### config.mk
export PLATFORM = sky130hd
export DESIGN_NAME = usart_tx_scheduler
export DESIGN_NICKNAME = d
export VERILOG_FILES = /design/src/rtl/usart_tx_scheduler.sv
export SDC_FILE = /design/constraint.sdc
export NUM_CORES = 1
export LEC_CHECK = 0
export CORE_ASPECT_RATIO = 2
export CORE_UTILIZATION = 55
export CTS_BUF_LIST = sky130_fd_sc_hd__clkbuf_16
export CTS_CLUSTER_DIAMETER = 60
export CTS_CLUSTER_SIZE = 20
export DETAILED_ROUTE_END_ITERATION = 16
export PLACE_DENSITY = 0.95
export SETUP_SLACK_MARGIN = 0.3
export SLEW_MARGIN = 20
export SYNTH_ARGS = -nofsm -noshare
export SYNTH_HDL_FRONTEND = slang
export SYNTH_SLANG_ARGS = --single-unit
### constraint.sdc
create_clock -name clock -period 5.8 [get_ports clock]
set_input_delay 1.16 -clock clock [delete_from_list [all_inputs] [get_ports clock]]
set_output_delay 1.16 -clock clock [all_outputs]
set_load 0.005 [all_outputs]
### src/rtl/usart_tx_scheduler.sv
// Round-robin byte scheduler for usart_tx: free-running bit-clock divider, one grant per frame plus gap.
// req_ready is combinational in IDLE (same-cycle accept); tx_enable/busy follow one clock later; requests wait while busy.
module usart_tx_scheduler #(
    parameter int NUM_REQ    = 4,
    parameter int HALF_BIT   = 5,
    parameter int FRAME_BITS = 10,
    parameter int GAP_BITS   = 1
) (
    input  logic                       clock,
    input  logic                       reset_n,
    input  logic [NUM_REQ-1:0]         req_valid,
    input  logic [8*NUM_REQ-1:0]       req_data,
    output logic [NUM_REQ-1:0]         req_ready,
    output logic [$clog2(NUM_REQ)-1:0] grant_id,
    output logic                       serial_clock,
    output logic [7:0]                 tx_data,
    output logic                       tx_enable,
    output logic                       busy
);

    localparam int GW = $clog2(NUM_REQ);
    localparam int DW = (HALF_BIT > 1) ? $clog2(HALF_BIT) : 1;
    localparam logic [DW-1:0] DIV_LAST   = DW'(HALF_BIT - 1);
    localparam logic [3:0]    FRAME_LAST = 4'(FRAME_BITS - 1);
    localparam logic [3:0]    GAP_LAST   = 4'(GAP_BITS - 1);

    generate
        if (HALF_BIT < 1) begin : g_chk_half
            $error("HALF_BIT must be at least 1");
        end
        if (FRAME_BITS < 1 || FRAME_BITS > 15) begin : g_chk_frame
            $error("FRAME_BITS must be in 1..15");
        end
        if (GAP_BITS < 0 || GAP_BITS > 15) begin : g_chk_gap
            $error("GAP_BITS must be in 0..15");
        end
        if (NUM_REQ < 2 || NUM_REQ > 8) begin : g_chk_req
            $error("NUM_REQ must be in 2..8");
        end
    endgenerate

    typedef enum logic [1:0] {IDLE, LOAD, SEND, GAP} state_t;

    state_t          state_q, state_d;
    logic [DW-1:0]   div_cnt_q, div_cnt_d;
    logic            sclk_q, sclk_d;
    logic [3:0]      bit_cnt_q, bit_cnt_d;
    logic [GW-1:0]   last_grant_q, last_grant_d;
    logic [GW-1:0]   grant_id_q, grant_id_d;
    logic [7:0]      tx_data_q, tx_data_d;
    logic            tx_enable_q, tx_enable_d;
    logic            busy_q, busy_d;

    logic            div_wrap;
    logic            sc_rise;
    logic [NUM_REQ-1:0] sel_oh;
    logic [GW-1:0]   sel_idx;
    logic [7:0]      sel_byte;
    logic            found;
    int              cand;

    // Divider runs regardless of state so the bit grid never shifts.
    always_comb begin
        div_wrap  = (div_cnt_q == DIV_LAST);
        div_cnt_d = div_wrap ? '0 : div_cnt_q + 1'b1;
        sclk_d    = sclk_q ^ div_wrap;
        sc_rise   = div_wrap & ~sclk_q;
    end

    // Search starts just above the last winner, wrapping, so each client waits at most NUM_REQ-1 frames.
    always_comb begin
        sel_oh   = '0;
        sel_idx  = '0;
        sel_byte = '0;
        found    = 1'b0;
        cand     = 0;
        for (int k = 1; k <= NUM_REQ; k++) begin
            cand = int'(last_grant_q) + k;
            if (cand >= NUM_REQ) begin
                cand = cand - NUM_REQ;
            end
            for (int i = 0; i < NUM_REQ; i++) begin
                if (!found && (cand == i) && req_valid[i]) begin
                    found     = 1'b1;
                    sel_oh[i] = 1'b1;
                    sel_idx   = GW'(i);
                    sel_byte  = req_data[8*i +: 8];
                end
            end
        end
    end

    assign req_ready = ((state_q == IDLE) && reset_n) ? sel_oh : '0;

    always_comb begin
        state_d      = state_q;
        bit_cnt_d    = bit_cnt_q;
        last_grant_d = last_grant_q;
        grant_id_d   = grant_id_q;
        tx_data_d    = tx_data_q;
        tx_enable_d  = tx_enable_q;
        busy_d       = busy_q;
        case (state_q)
            IDLE: begin
                if (|req_ready) begin
                    tx_data_d    = sel_byte;
                    grant_id_d   = sel_idx;
                    last_grant_d = sel_idx;
                    tx_enable_d  = 1'b1;
                    busy_d       = 1'b1;
                    state_d      = LOAD;
                end
            end
            LOAD: begin
                if (sc_rise) begin
                    tx_enable_d = 1'b0;
                    bit_cnt_d   = '0;
                    state_d     = SEND;
                end
            end
            SEND: begin
                if (sc_rise) begin
                    if (bit_cnt_q == FRAME_LAST) begin
                        if (GAP_BITS == 0) begin
                            busy_d  = 1'b0;
                            state_d = IDLE;
                        end else begin
                            bit_cnt_d = '0;
                            state_d   = GAP;
                        end
                    end else begin
                        bit_cnt_d = bit_cnt_q + 4'd1;
                    end
                end
            end
            GAP: begin
                if (sc_rise) begin
                    if (bit_cnt_q == GAP_LAST) begin
                        busy_d  = 1'b0;
                        state_d = IDLE;
                    end else begin
                        bit_cnt_d = bit_cnt_q + 4'd1;
                    end
                end
            end
            default: state_d = IDLE;
        endcase
    end

    always_ff @(posedge clock or negedge reset_n) begin
        if (!reset_n) begin
            state_q      <= IDLE;
            div_cnt_q    <= '0;
            sclk_q       <= 1'b0;
            bit_cnt_q    <= '0;
            last_grant_q <= GW'(NUM_REQ - 1);
            grant_id_q   <= '0;
            tx_data_q    <= '0;
            tx_enable_q  <= 1'b0;
            busy_q       <= 1'b0;
        end else begin
            state_q      <= state_d;
            div_cnt_q    <= div_cnt_d;
            sclk_q       <= sclk_d;
            bit_cnt_q    <= bit_cnt_d;
            last_grant_q <= last_grant_d;
            grant_id_q   <= grant_id_d;
            tx_data_q    <= tx_data_d;
            tx_enable_q  <= tx_enable_d;
            busy_q       <= busy_d;
        end
    end

    assign serial_clock = sclk_q;
    assign tx_data      = tx_data_q;
    assign tx_enable    = tx_enable_q;
    assign busy         = busy_q;
    assign grant_id     = grant_id_q;

endmodule

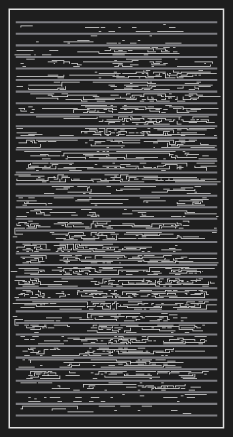
(signal wires on met1)
Supply wires on this layer in grey.
- longest straight run: 24.8 µm
- wire length on this layer: 3110 µm
- nets with wire on the layer: 404
- share of all routed wire: 33%
- main direction: horizontal
count of vias placed by the detailed router: 3103
met1 Usage GRT: 44.7%

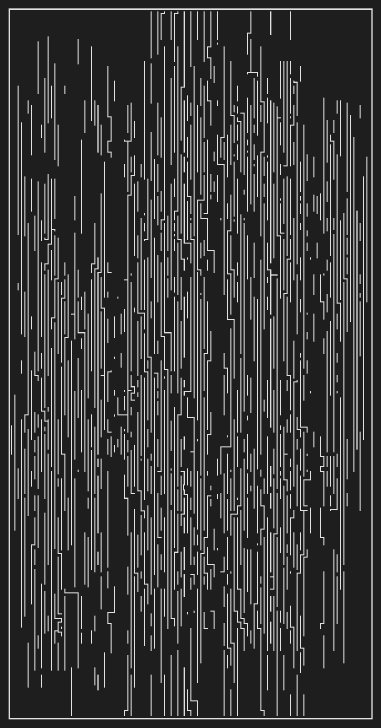
(M2 wires)
- wire length on this layer: 4900 µm
- nets with wire on the layer: 389
- share of all routed wire: 51%

==> summary.txt <==
Synthesis and PnR results.

- The number of nets with antenna violations after detailed routing reads 0.
- The fraction of the mapped netlist area in simple logic gates reads 27.7%.
- The type recorded for the worst min-delay path is reg -> reg.
- The well-tap cell count reads 54.
- Counting both buffers and inverters, the worst setup path holds a total of 2.
- The area taken by flip-flops and latches reads 603 µm².
- The width of the die is 50.0 µm.
- The most frequent cell on the critical path is sky130_fd_sc_hd__clkdlybuf4s50_1.
- The post-place instance area reads 3070 µm².
- The number of hold buffers added after cts is 0.
- The number of flip-flops and latches is 24.
- The flow reports power dissipated in sequential cells as 167 µW.
- The number of cell instances on the worst register-to-register path reads 6.
- The kind of start point of the critical path is an input pin.
- The endpoint of the lowest-slack register-to-register path reads tx_data[4]$_DFFE_PN0P_.
- Entering global routing, the biggest net connects 40 pins.
- The wire length on met3 is 820 µm.
- The ratio of final minimum period to clock period reads 77.8%.
- The setup slack of the most critical reg-to-reg path reads 3.10 ns.
- The cell type with the largest total area reads sky130_fd_sc_hd__dfrtp_1.
- The static leakage reads 0.00124 µW.
- The worst slack after detailed placement reads 1.33 ns.
- The pin closest to its max-slew limit shows a slew of 1.05 ns.
- The data required time reported for the critical path is 4.64 ns.
- The gate count of the mapped netlist reads 345.
- The layout report gives the register share of total cell area as 19.2%.
- For hold timing, the worst endpoint is div_cnt_q[0]$_DFF_PN0_.
- The number of global-route vias before repair reads 3137.
- The count of library flops with an enable pin reads 0.
- The number of clock sinks is 24.
- The chip area estimate from yosys synthesis is 2540 µm².
- The core region is 4380 µm².
- The number of signal-net inverters in the final layout reads 18.
- The mux share of post-synthesis cell area is 1.28%.
- The post-route setup TNS reads 0 ns.
- The power group with the largest share is sequential cells.
- The flow ran to the end, and the final reports show no timing, DRC or antenna violations.
- In the post-synthesis netlist, the biggest area contributors are sky130_fd_sc_hd__dfrtp_1 (22%), sky130_fd_sc_hd__a21oi_1 (6.5%), sky130_fd_sc_hd__nand2_1 (5.5%).
- The total CTS buffers is 3.
- The most used routing layer is met2.
- The routed design shows a via density per instance of 7.07.
- The endpoint arrival time on the critical path is 3.35 ns.
- The delay contributed by the slowest stage of the critical path is 0.66 ns.
- The layout clock buffer count reads 3.
- The leading cell category by total area reads logic gates.
- The critical path goes through clkdlybuf4s50_1 > nand2b_1 > a21oi_1 > nor4_1 > clkdlybuf4s50_1.
- The power drawn by the combinational cells is 91.7 µW.
- The length of routed wiring on met1 reads 3.11 mm.
- The power drawn by the clock network is 150 µW.
- The most used flip-flop cell after synthesis is sky130_fd_sc_hd__dfrtp_1.
- The synthesized-area fraction occupied by xor and xnor cells reads 0.345%.
- The number of warnings in the stage logs reads 32.
- The overall chip area reads 4910 µm².
- Signal nets in the final route climb as high as met4.
- The synthesized-area fraction occupied by adder cells reads 4.93%.
- Global routing finished with a remaining overflow of 0.
- The total internal power reads 300 µW.
- The fraction of cell area in non-clock buffers is 18.1%.
- The worst-skew pair later-pin latency reads 0.26 ns.
- The number of setup buffers added after CTS is 0.
- The master cell of the clock root buffer reads sky130_fd_sc_hd__clkbuf_16.
- Global routing used 41.9% of the available tracks across all layers.
- The post-synthesis cell type with the largest instance count is sky130_fd_sc_hd__nand2_1.
- The start point of the worst min-delay path is div_cnt_q[0]$_DFF_PN0_.
- The critical register-to-register path startpoint reads last_grant_q[0]$_DFFE_PN1P_.
- In the hold timing report, the worst path depth is 1.
- The count of buffers inserted at the top-level ports is 54.
- For this run, the post-layout net count is 434.
- In the synthesized netlist the async set-or-reset flop fraction comes to 100%.
- Of the synthesized area, sequential elements account for 23.8%.
- IR analysis of the VDD net gives a maximum drop of 0.201 mV.
- The synthesized netlist devotes 34.9% of its cell area to compound gates.
- The design draws 410 µW.
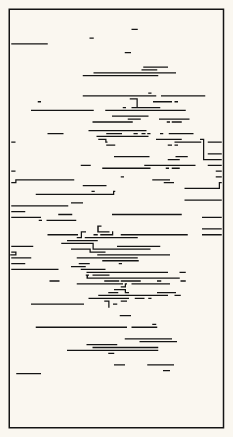
(signal wires on met3)
- longest straight run: 21.6 µm
- nets with wire on the layer: 86
- wire length on this layer: 820 µm
- main direction: horizontal
met3 track demand over resource in global routing: 8.88%
final WL: 9.54 mm

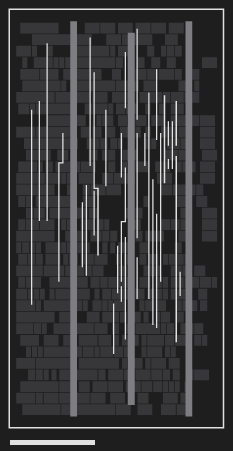
(M4 wires)
Bar = 20 µm. Supply wires on this layer in grey.
- share of all routed wire: 7.4%
- wire length on this layer: 709 µm
- longest straight run: 48.3 µm

No activity file was given, so power comes from the tool's default toggle rates.
